[src/rtl/d_factor_shift_arbiter.sv]
// d_factor_shift_arbiter
//   Round-robin sequencer that shares one registered right-shift scaler among
//   N_REQ threshold channels. Each channel asks for data >> shift and gets the
//   result back on a shared bus. Only one operation is in flight at a time.
//
// Ports
//   clk, sclr_n           clock (rising edge), async active-low reset
//   req_valid/req_ready   per-requester request handshake (ready one-hot or 0)
//   req_shift, req_data   packed per-requester shift amount and operand
//   resp_valid/resp_ready per-requester response handshake (valid one-hot or 0)
//   resp_data             shared result bus, held until the response handshake
//   busy                  registered, high whenever the FSM is not idle
//   sh_sclr, sh_a, sh_d   drive the external shifter (clear, amount, operand)
//   sh_q                  external shifter output, one cycle after sh_a/sh_d
//
// state | meaning
// IDLE  | arbitrate; grant the winner combinationally and latch its operands
// SHIFT | shifter samples sh_a/sh_d
// CAPT  | sh_q is valid; capture it into resp_data
// RESP  | present resp_valid to the granted requester until resp_ready
module d_factor_shift_arbiter #(
  parameter int N_REQ = 4,
  parameter int DW    = 32,
  parameter int SW    = 5
) (
  input  logic                clk,
  input  logic                sclr_n,
  input  logic [N_REQ-1:0]    req_valid,
  output logic [N_REQ-1:0]    req_ready,
  input  logic [SW*N_REQ-1:0] req_shift,
  input  logic [DW*N_REQ-1:0] req_data,
  output logic [N_REQ-1:0]    resp_valid,
  input  logic [N_REQ-1:0]    resp_ready,
  output logic [DW-1:0]       resp_data,
  output logic                busy,
  output logic                sh_sclr,
  output logic [SW-1:0]       sh_a,
  output logic [DW-1:0]       sh_d,
  input  logic [DW-1:0]       sh_q
);

  localparam int PW = (N_REQ > 1) ? $clog2(N_REQ) : 1;

  typedef enum logic [1:0] {
    IDLE  = 2'd0,
    SHIFT = 2'd1,
    CAPT  = 2'd2,
    RESP  = 2'd3
  } state_t;

  state_t        state_q, state_d;
  logic [PW-1:0] ptr_q, ptr_d;
  logic [SW-1:0] sh_a_q, sh_a_d;
  logic [DW-1:0] sh_d_q, sh_d_d;
  logic [DW-1:0] resp_data_q, resp_data_d;
  logic          busy_q, busy_d;
  logic          sh_sclr_q;

  logic          found;
  logic [PW-1:0] gnt_idx;
  logic [PW:0]   cand;

  // Search starts one past the last winner so it has lowest priority next.
  // cand is one bit wider so ptr+k never overflows before the wrap compare.
  always_comb begin
    found   = 1'b0;
    gnt_idx = ptr_q;
    cand    = '0;
    for (int k = 1; k <= N_REQ; k++) begin
      cand = {1'b0, ptr_q} + (PW+1)'(k);
      if (cand >= (PW+1)'(N_REQ)) begin
        cand = cand - (PW+1)'(N_REQ);
      end
      if (!found && req_valid[cand[PW-1:0]]) begin
        found   = 1'b1;
        gnt_idx = cand[PW-1:0];
      end
    end
  end

  always_comb begin
    state_d     = state_q;
    ptr_d       = ptr_q;
    sh_a_d      = sh_a_q;
    sh_d_d      = sh_d_q;
    resp_data_d = resp_data_q;
    req_ready   = '0;
    resp_valid  = '0;
    unique case (state_q)
      IDLE: begin
        if (found) begin
          req_ready[gnt_idx] = 1'b1;
          sh_a_d             = req_shift[SW*gnt_idx +: SW];
          sh_d_d             = req_data[DW*gnt_idx +: DW];
          ptr_d              = gnt_idx;
          state_d            = SHIFT;
        end
      end
      SHIFT: state_d = CAPT;
      CAPT: begin
        resp_data_d = sh_q;
        state_d     = RESP;
      end
      RESP: begin
        resp_valid[ptr_q] = 1'b1;
        if (resp_ready[ptr_q]) begin
          state_d = IDLE;
        end
      end
      default: state_d = IDLE;
    endcase
    busy_d = (state_d != IDLE);
  end

  always_ff @(posedge clk or negedge sclr_n) begin
    if (!sclr_n) begin
      state_q     <= IDLE;
      ptr_q       <= PW'(N_REQ-1);
      sh_a_q      <= '0;
      sh_d_q      <= '0;
      resp_data_q <= '0;
      busy_q      <= 1'b0;
      sh_sclr_q   <= 1'b1;
    end else begin
      state_q     <= state_d;
      ptr_q       <= ptr_d;
      sh_a_q      <= sh_a_d;
      sh_d_q      <= sh_d_d;
      resp_data_q <= resp_data_d;
      busy_q      <= busy_d;
      sh_sclr_q   <= 1'b0;
    end
  end

  assign resp_data = resp_data_q;
  assign busy      = busy_q;
  assign sh_sclr   = sh_sclr_q;
  assign sh_a      = sh_a_q;
  assign sh_d      = sh_d_q;

endmodule

[config.mk]
export PLATFORM = sky130hd
export DESIGN_NAME = d_factor_shift_arbiter
export DESIGN_NICKNAME = d
export VERILOG_FILES = /design/src/rtl/d_factor_shift_arbiter.sv
export SDC_FILE = /design/constraint.sdc
export NUM_CORES = 1
export LEC_CHECK = 0
export CORE_ASPECT_RATIO = 0.5
export CORE_MARGIN = 10
export CORE_UTILIZATION = 41
export CTS_CLUSTER_DIAMETER = 50
export CTS_CLUSTER_SIZE = 30
export DETAILED_ROUTE_END_ITERATION = 12
export GPL_ROUTABILITY_DRIVEN = 1
export GPL_TIMING_DRIVEN = 0
export PLACE_DENSITY = 0.87
export SLEW_MARGIN = 20
export SYNTH_ARGS = -nofsm -noshare
export SYNTH_HDL_FRONTEND = slang
export SYNTH_SLANG_ARGS = --single-unit
[constraint.sdc]
create_clock -name clk -period 6.79 [get_ports clk]
set_input_delay 1.358 -clock clk [delete_from_list [all_inputs] [get_ports clk]]
set_output_delay 1.358 -clock clk [all_outputs]
set_load 0.01 [all_outputs]
==> images/sizes.png <==
The bar under the picture is 50 um long.
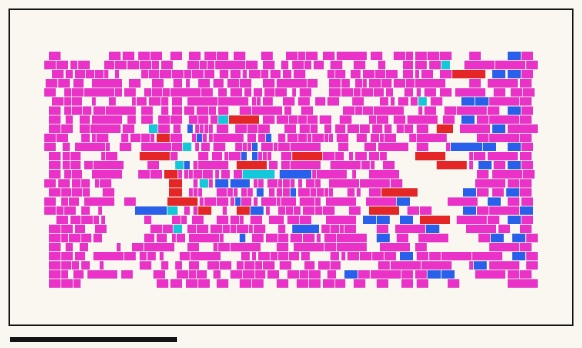
cyan -> _3 and _4 cells  # cells 10, share 1.4%
magenta -> _0 and _1 cells  # cells 649, share 89%
red -> _6 and larger  # cells 18, share 2.5%
blue -> _2 cells  # cells 50, share 6.9%
post-route setup slack: 999 ps
post-route cell area: 7670 um^2
count of non-CTS buffers in the layout: 318
Syn-to-layout area delta: 71.0%

==> images/clk_routes.png <==
The bar under the picture is 50 um long.
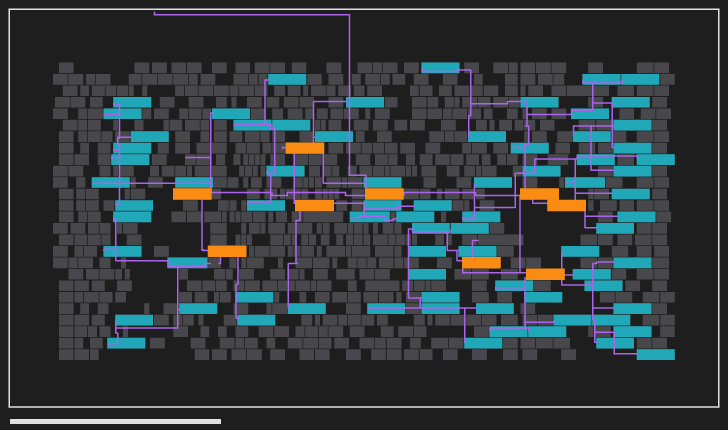
purple -> clock wires  # length 1060 um
orange -> clock drivers  # count 9
cyan -> flip-flops  # count 75
routed clock nets = 10
clock group total power: 500 uW
clk_lat worst skew: 330 ps
Clock Power Share: 0.143

==> images/layer_met4.png <==
Supply wires on this layer in grey.
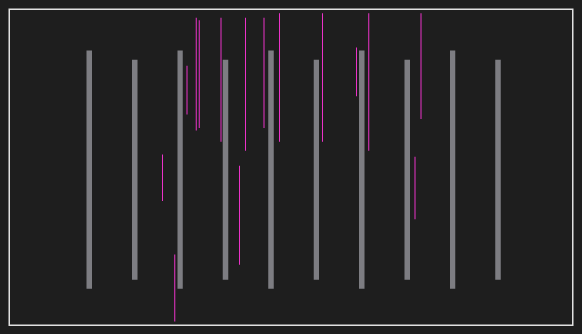
wire length on this layer = 432 um
longest straight run = 40.8 um
Vias: 4827
WL final: 18700 um

==> reports/results.ini <==
[final_layout]
diodes=0
final_cells=867
layout-drive-gt1-share=0.107
fin_nets=916
final_cell_mix=clkdlybuf4s50_1 (266), dfrtp_1 (72), nor2b_1 (69), nand2_1 (45), o31ai_1 (38)
final_common_cell=clkdlybuf4s50_1

[setup_path]
worstPathMaxFanout=10
end_kind=output port
required_ps=5430
crit_path_start_kind=primary input
slowest_delay_ps=600
crit_path_cell_trace=clkdlybuf4s50_1 > and3b_1 > a21oi_1 > o32ai_2 > a211oi_1 > buf_2 > clkbuf_1 > nor2_1 > nor3b_1 > clkdlybuf4s50_1
worst_path_max_delay_cell=clkdlybuf4s50_1
path_class=in -> out
critPathArrivalTime_ps=4430

[timing]
rsz0062_at_grt=false
setup_viol=0
hold_viol=0
setup_tns_ps=0
relSlewSlack=0.469
period_needed_ps=5790
post-route-period-util=0.853
tightest_slew_ps=776
max_clock_freq_mhz=173
fin_skew_ps=7.39

[floorplan]
fp-utilization=0.430
ioPinCount=269
die_h_um=94.0
rows=26
dieArea_um2=15800
core_area_um2=10400
fp.dieW_um=168

[power_and_ir_drop]
leakage_nw=3.00
ir_drop_uv=246
powerDensity_nw_per_um2=456

[route]
via_per_inst=5.57
drt_iter0_drc=300
detail-route-antenna-nets=0
first_pass_iters=7
post_drt_wl_per_cell_um=21.6
drt_drc_violations_left=0

[clock_network]
cts_tree=yes
path_clk_slew_ps=60
postCtsResizedCells=0
cts_setup_buffers=0
clockBufferDepth=2
cts_root_buf=clkbuf_16
postCtsHoldBufs=0

[logic_synthesis]
yosys.area.top_type_share=0.402
yosysSeqAreaShare=0.419
synth_chip_area_um2=4490
most_common_cell=dfrtp_1
synthArstFlopShare=1.00
yosys_cells=443
synth-main-ff-cell=dfrtp_1
top_cells_by_area=dfrtp_1 (40%), nor2b_1 (9.6%), mux2_2 (8.5%)
netlist_instances=443
numSynthFlops=75
synth_cell_types=40
edf_count=0
syn-num-nets=637
synth_area_um2=4490
largest_area_cell=dfrtp_1
common_cells=dfrtp_1 (72), nor2b_1 (69), nand2_1 (45)
synth_area_per_cell_um2=10.1
yosys_warnings=0

[placement]
finalWeightedCongestion=0.881
place_inst=851
io_buffers=267
hpwl_um=14800

[global_routing]
grt_use_total=0.224
grt_pass1_wl_um=28200
grt_pass1_vias=5083
antenna_found_initial=0
grt_max_degree=53
grt_overflow_total=0

[job]
warning_count=29

[run_status]
status=completed

[worst_hold_path]
hold_class=reg -> reg

==> images/flops_by_reg.png <==
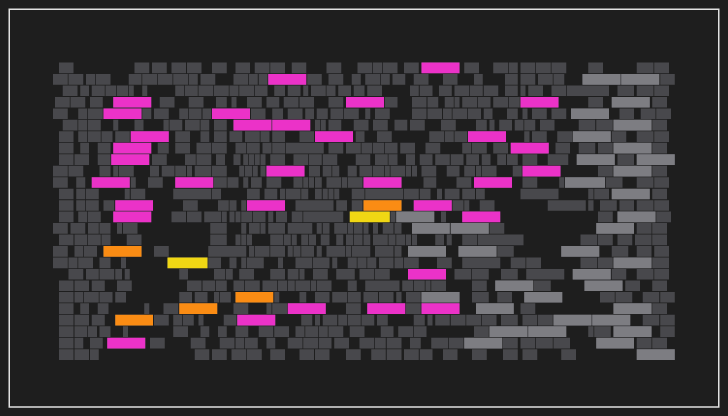
yellow -> `ptr_q`  # placed flops 2
orange -> `sh_a`  # placed flops 5
magenta -> `sh_d`  # placed flops 32
not coloured = 36
FF+latch area: 1880 um^2
sequential cell area share: 0.245
final core occ: 0.735
sequential power: 787 uW

==> images/clocks.png <==
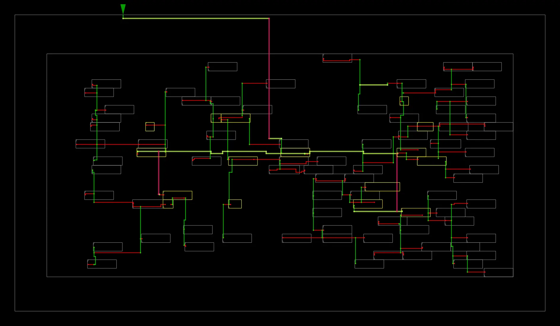
TritonCTS buffer count: 9
Sink Count: 75
CLK BUF: 10

-- worst max-delay path: cells and delay by family --
| kind | cells | cell delay [ps] |
|---|---|---|
| compound gates | 3 | 600 |
| simple gates | 3 | 570 |
| buf+inv | 4 | 1900 |
-- flip-flops by register name, indices dropped and copies added (netlist names) --
signal and count:
sh_d 32, ptr_q 2, sh_sclr 1, sh_a 5, busy 1, state_q 2, resp_data 32
-- area by class of cell --
class / instances / area, um^2
Clock buffer: 10 / 239
Inverter: 4 / 15.0
Sequential cell: 75 / 1880
Tap cell: 140 / 175
Timing Repair Buffer: 268 / 2700
Clock inverter: 6 / 73.8
Multi-Input combinational cell: 314 / 2340
Buffer: 50 / 253
Fill cell: 785 / 2770
-- through the flow --
step	hold WS, ps	cell area (um^2)	power (mW)	setup WS (ps)
after floorplan	517	4490	2.03	2380
after global placement	460	7330	2.93	1150
after detailed placement	465	7360	2.99	1100
after CTS	478	7670	3.50	1090
after global routing	491	7670	3.73	855
final	472	7670	3.50	999
-- worst paths after layout --
kind | from | endpoint | slack, ps | depth (start not counted)
worst min register to register | sh_d[2]$_DFFE_PN0P_ | sh_d[2]$_DFFE_PN0P_ | 470 | 2
worst max-delay path | req_valid[3] | req_ready[0] | 1000 | 10
min in group asynchronous | sclr_n | resp_data[7]$_DFFE_PN0P_ | 920 | 1
worst min-delay path | sh_d[2]$_DFFE_PN0P_ | sh_d[2]$_DFFE_PN0P_ | 470 | 2
max in group asynchronous | sclr_n | ptr_q[1]$_DFFE_PN1P_ | 5250 | 2
worst max register to register | ptr_q[0]$_DFFE_PN1P_ | sh_d[13]$_DFFE_PN0P_ | 3100 | 11
-- power by group --
group | leakage (nW) | switching [mW] | internal, mW
logic | 1.96 | 1.16 | 1.05
registers | 0.900 | 0.115 | 0.672
clock network | 0.147 | 0.201 | 0.299
total | 3.00 | 1.48 | 2.03
-- cell families (layout without fill, tap and decap cells) --
group | Yosys count | in the layout | synth area share
AND-OR/OR-AND | 125 | 125 | 0.233
other | 1 | 1 | 0.000836
multiplexers | 37 | 37 | 0.0948
flip-flops | 75 | 75 | 0.419
buffers and inverters | 54 | 338 | 0.0597
adder cells (fa/ha/maj) | 4 | 4 | 0.0112
AND/OR/NAND/NOR | 147 | 147 | 0.181
-- routing by layer --
layer | share of wire | track usage | up-vias | wire length (um)
met5 | 0 | 0 | - | 0
met4 | 0.023 | 0.0540 | 0 | 431
met3 | 0.077 | 0.0689 | 30 | 1450
met2 | 0.52 | 0.413 | 217 | 9730
met1 | 0.38 | 0.248 | 2339 | 7120
li1 | - | - | 2241 | -
Power and IR drop assume default switching activity.
